[config.mk]
export PLATFORM = sky130hd
export DESIGN_NAME = implication_responder
export DESIGN_NICKNAME = d
export VERILOG_FILES = /design/src/rtl/implication_responder.sv
export SDC_FILE = /design/constraint.sdc
export NUM_CORES = 1
export LEC_CHECK = 0
export ABC_CLOCK_PERIOD_IN_PS = 3700
export CORE_MARGIN = 4
export CORE_UTILIZATION = 48
export DETAILED_ROUTE_END_ITERATION = 8
export PLACE_DENSITY = 0.86
export SLEW_MARGIN = 10
export SYNTH_ARGS = -nofsm -noshare
export SYNTH_HDL_FRONTEND = slang
export SYNTH_SLANG_ARGS = --single-unit
[constraint.sdc]
create_clock -name clk -period 3.7 [get_ports clk]
set_input_delay 0.74 -clock clk [delete_from_list [all_inputs] [get_ports clk]]
set_output_delay 0.74 -clock clk [all_outputs]
set_load 0.03 [all_outputs]
[src/rtl/implication_responder.sv]
// rtl/implication_responder.sv - drives a consequent pulse a programmable number of cycles after each antecedent
module implication_responder #(
    parameter int MAX_LATENCY = 8,
    parameter int DEPTH       = 4,
    parameter int LAT_W       = 4,
    localparam int CNT_W      = $clog2(DEPTH + 1)
) (
    input  logic             clk,
    input  logic             rst_n,
    input  logic             antecedent,
    input  logic [LAT_W-1:0] latency,
    input  logic             drop_next,
    output logic             consequent,
    output logic [CNT_W-1:0] pending_cnt,
    output logic             drop_armed,
    output logic             overflow,
    output logic             collision
);

    logic [MAX_LATENCY-1:0] sr_q, sr_d;
    logic [MAX_LATENCY-1:0] shifted;
    logic [MAX_LATENCY-1:0] target;
    logic [LAT_W-1:0]       lat_eff;
    logic [CNT_W-1:0]       cnt_q, cnt_d;
    logic                   drop_armed_q, drop_armed_d;
    logic                   overflow_q, collision_q;
    logic                   req_zero, req_sched, accept, reject, merge;
    logic                   raw_due, drop_eff;

    always_comb begin
        lat_eff   = (latency > LAT_W'(MAX_LATENCY)) ? LAT_W'(MAX_LATENCY) : latency;
        req_zero  = antecedent && (lat_eff == '0);
        req_sched = antecedent && (lat_eff != '0);
        // Admission uses the pre-edge count, so a slot freed this cycle is not reusable yet.
        accept    = req_sched && (cnt_q < CNT_W'(DEPTH));
        reject    = req_sched && !(cnt_q < CNT_W'(DEPTH));

        target = '0;
        for (int i = 0; i < MAX_LATENCY; i++) begin
            target[i] = (lat_eff == LAT_W'(i + 1));
        end

        shifted = sr_q >> 1;
        merge   = accept && ((shifted & target) != '0);
        sr_d    = accept ? (shifted | target) : shifted;

        cnt_d = '0;
        for (int i = 0; i < MAX_LATENCY; i++) begin
            cnt_d = cnt_d + CNT_W'(sr_d[i]);
        end

        raw_due  = sr_q[0] | req_zero;
        drop_eff = drop_armed_q | drop_next;

        // Consuming a due response takes priority over arming a new drop.
        drop_armed_d = drop_armed_q;
        if (raw_due && drop_eff) begin
            drop_armed_d = 1'b0;
        end else if (drop_next) begin
            drop_armed_d = 1'b1;
        end
    end

    always_ff @(posedge clk or negedge rst_n) begin
        if (!rst_n) begin
            sr_q         <= '0;
            cnt_q        <= '0;
            drop_armed_q <= 1'b0;
            overflow_q   <= 1'b0;
            collision_q  <= 1'b0;
        end else begin
            sr_q         <= sr_d;
            cnt_q        <= cnt_d;
            drop_armed_q <= drop_armed_d;
            overflow_q   <= overflow_q | reject;
            collision_q  <= collision_q | merge;
        end
    end

    // The zero-latency path is combinational; hold it low while reset is asserted.
    assign consequent  = rst_n & raw_due & ~drop_eff;
    assign pending_cnt = cnt_q;
    assign drop_armed  = drop_armed_q;
    assign overflow    = overflow_q;
    assign collision   = collision_q;

endmodule
### Cells colored by class

Drawn at 8 px/µm.
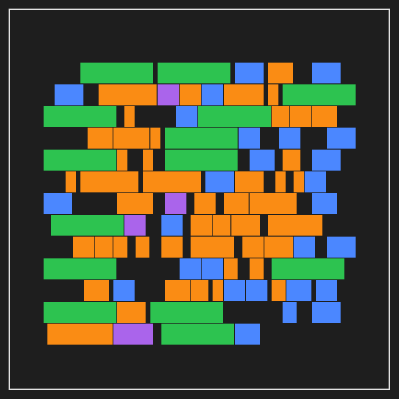
color	class	cells
orange	remaining logic cells	46
blue	remaining buffers and delay cells	27
green	sequential cells	14
purple	clock drivers and dummy loads	4
sequential portion of the cell area: 33.7%
core footprint: 1380 µm²
Finished Cell Area: 1040 µm²
post-layout util: 75.2%
# rows: 13

### Signal wires on met1

Drawn at 10 px/µm. Supply wires on this layer in gray.
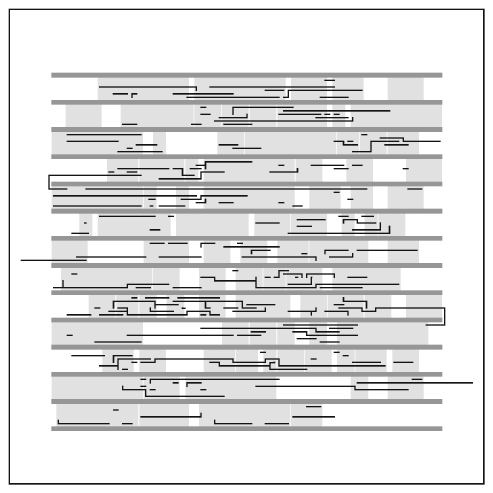
wire length on this layer	670 µm
nets with wire on the layer	88
main direction	horizontal
longest straight run	28.1 µm
total wire length: 1660 µm
via count: 565
met1 GRT Util: 22.2%

==> run_results.csv <==
group,metric,value,unit
status,status,"complete, no violations",
final_timing,rsz0062_at_grt,"false",
power,cellLeakagePower,0.531,nW
clocking,path_clk_slew,0.08,ns
logic_synthesis,synthArstFlopShare,100,%
clocking,cts_buffers,3,
place,place_inst,101,
drt,wire_per_inst,15.6,µm
setup_path,arrival,3.77,ns
min_path,hp-class,"flip-flop to flip-flop",
logic_synthesis,ys_ff,14,
clocking,cts_max_level,1,
setup_path,worstPathCellList,"dlygate4sd2_1, nor2b_1, a21o_1, fa_1, inv_1, fa_1, fa_1, inv_1, ha_1, fa_2, xor2_1",
setup_path,path_max_fanout,5,
final_layout,antenna_cells,0,
setup_path,cp_common_cell,"fa_1",
setup_path,crit_path_start_kind,"primary input",
logic_synthesis,avgSynthCellArea,12.0,µm²
logic_synthesis,synth_cells,62,
setup_path,max_stage_delay,0.54,ns
final_layout,drive_gt1_share,30.8,%
global_routing,overflow,0,
final_timing,clock_skew,0.000628,ns
final_layout,nNetsFinal,106,
drt,dr.pass1.iters,4,
drt,ant_nets,0,
logic_synthesis,synth-edff-count,0,
setup_path,cp_slowest_cell,"fa_1",
logic_synthesis,yosysSeqAreaShare,47.2,%
final_timing,tightest_slew,0.323,ns
logic_synthesis,ys_types,26,
setup_path,cp_top_family,"adder cells",
logic_synthesis,fp_nets,76,
power,p_per_area,569,nW/µm²
final_timing,slew-limit-headroom,78.4,%
drt,drc_errors,0,
setup_path,required,3.87,ns
logic_synthesis,yosys_warnings,0,
setup_path,path_class,"primary input to flip-flop",
clocking,cts_tree,"built",
floorplan,die_w,47.3,µm
drt,drt-initial-drc-count,7,
floorplan,dieHeight,47.3,µm
final_timing,maxSlewViolCount,0,
final_timing,holdWs,0.478,ns
global_routing,antenna_found_initial,0,
final_timing,min_period_over_period,97.4,%
clocking,clockBufferDepth,2,
final_timing,hold_violations,0,
floorplan,ioPinCount,15,
place,dp_slack,-0.525,ns
logic_synthesis,ys_area,742,µm²
job,drv_cap,0,
final_timing,timing.fmax,277,MHz
drt,vias_per_cell,5.33,
logic_synthesis,synthesis.area,742,µm²
power,ir_drop,430,µV
clocking,clock_latency,0.27,ns
global_routing,grt_pass1_wl,2800,µm
final_timing,fin_setup_tns,0,ns
job,warnings,26,
final_layout,syn_to_final_growth,40.1,%
global_routing,grt_max_degree,15,
place,portBuffers,14,
global_routing,grt_use_total,18.9,%
clocking,clock_sinks,14,
logic_synthesis,ys_cells,62,
floorplan,die_area,2240,µm²
final_timing,fin_ws,0.0948,ns
logic_synthesis,ff_type,"dfrtp_1",
final_timing,fin_crit,3.61,ns
global_routing,grt_pass1_vias,634,
clocking,clockRootBuffer,"clkbuf_4",
place,hpwl,1250,µm
place,routabilityCongestion,0.777,
setup_path,end_kind,"flip-flop",
setup_path,crit_buf_inv,3,
final_timing,setup_viol,0,
### Cell area per tile

Drawn at 8 px/µm. 9 x 9 tiles, from dark blue (low) to red (high), 0 to 100% covered.
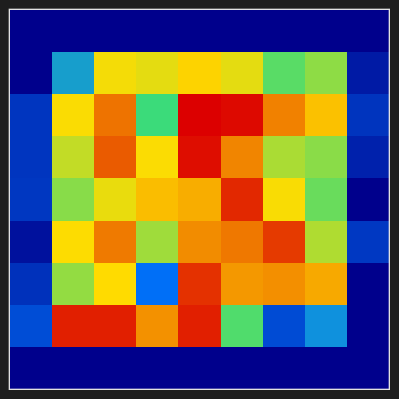
mean over tiles	46%
nearly empty tiles	27%
densest ninth of the die	center
tiles over 75% full	31%
emptiest ninth of the die	south-east
fullest tile	100%
floorplan utilization: 53.7%

### Placement view

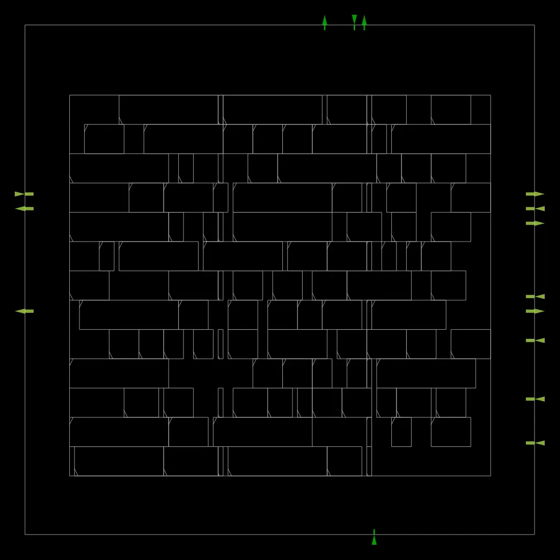
Tap Cells: 15
Flop Count: 14
final-layout fill cell count: 97
Finished Layout Cells: 106

synthesized netlist by cell type, types with 2 or more instances:
library cell	count	area share (%)
nor2_1	2	1.0
a21oi_1	2	1.3
a21o_1	5	5.1
nor3_1	3	2.0
a31o_2	3	3.5
nor2b_1	3	2.5
a31oi_1	2	1.7
inv_1	6	3.0
ha_1	2	3.4
fa_1	4	11
dfrtp_1	14	47
mux2i_1	2	2.7
final cells by class:
class	instances	area [µm²]
tap	15	18.8
clock buffer	4	36.3
sequential	14	350
multi-input combinational	40	384
inverter	6	22.5
timing repair buffer	27	228
fill	97	343
final timing paths:
check / startpoint / to / slack [ns] / depth (start not counted)
setup / recovery: latency[0] / pending_cnt[2] / 0.09 / 11
hold / removal: collision / collision / 0.48 / 1
setup reg to reg: pending_cnt[2] / pending_cnt[2] / 0.34 / 11
hold reg to reg: collision / collision / 0.48 / 1
max in group asynchronous: rst_n / drop_armed / 2.72 / 2
min in group asynchronous: rst_n / collision / 0.81 / 2
worst register-to-register path, cell delays in order (launching register included):
cell and delay (ns):
dfrtp_1 0.42, nand2b_4 0.19, nor3_4 0.22, a21o_1 0.18, fa_1 0.42, inv_1 0.08, fa_1 0.42, fa_1 0.49
inv_1 0.04, ha_1 0.23, fa_2 0.41, xor2_1 0.15
registers in the layout (all words and copies together), names as in the netlist:
register,count
sr_q,8
drop_armed,1
overflow,1
pending_cnt,3
collision,1
power by group:
part / internal, mW / switching (mW)
Sequential: 0.190 / 0.0187
Clock: 0.0598 / 0.0490
Combinational: 0.128 / 0.146
through the flow:
stage | cell area, µm² | power (mW)
floorplan | 742 | 0.360
global placement | 978 | 0.454
detailed placement | 978 | 0.467
CTS | 1040 | 0.593
global route | 1040 | 0.636
finish | 1040 | 0.592
what timing repair did:
| item | in CTS | in global routing |
|---|---|---|
| cloned | 0 | 0 |
| setup endpoints to repair | 2 | 2 |
| hold buffers | 0 | 0 |
| buffers inserted | 1 | 0 |
| resized | 10 | 3 |
| pin swaps | 3 | 0 |
| endpoints found under the hold margin | 0 | 0 |
cell families (layout without fill, tap and decap cells):
logic type | Yosys count | after routing | synth area share, %
buffers and inverters | 8 | 37 | 4.72
adders and majority gates | 6 | 6 | 14.2
xor gates and xnor gates | 1 | 1 | 1.18
and+or+nand+nor | 15 | 15 | 12.6
AOI/OAI and AO/OA | 15 | 15 | 15.3
DFF | 14 | 14 | 47.2
muxes | 3 | 3 | 4.72
cell usage in the layout, fill, tap and decap left out, types with 3 or more instances in the layout:
cell type        count
dfrtp_1             14
buf_4               13
clkdlybuf4s50_1      9
inv_1                6
a21o_1               5
dlygate4sd2_1        4
a31o_2               3
fa_1                 3
clkbuf_4             3
metal layers:
layer,up-vias,GRT usage (%),share of wire (%)
li1,275,-,-
met2,15,32.9,52
met3,4,3.45,5.7
met5,-,0,0
met4,0,8.84,1.7
met1,271,22.2,40
Power is estimated from default activity; no workload was simulated.
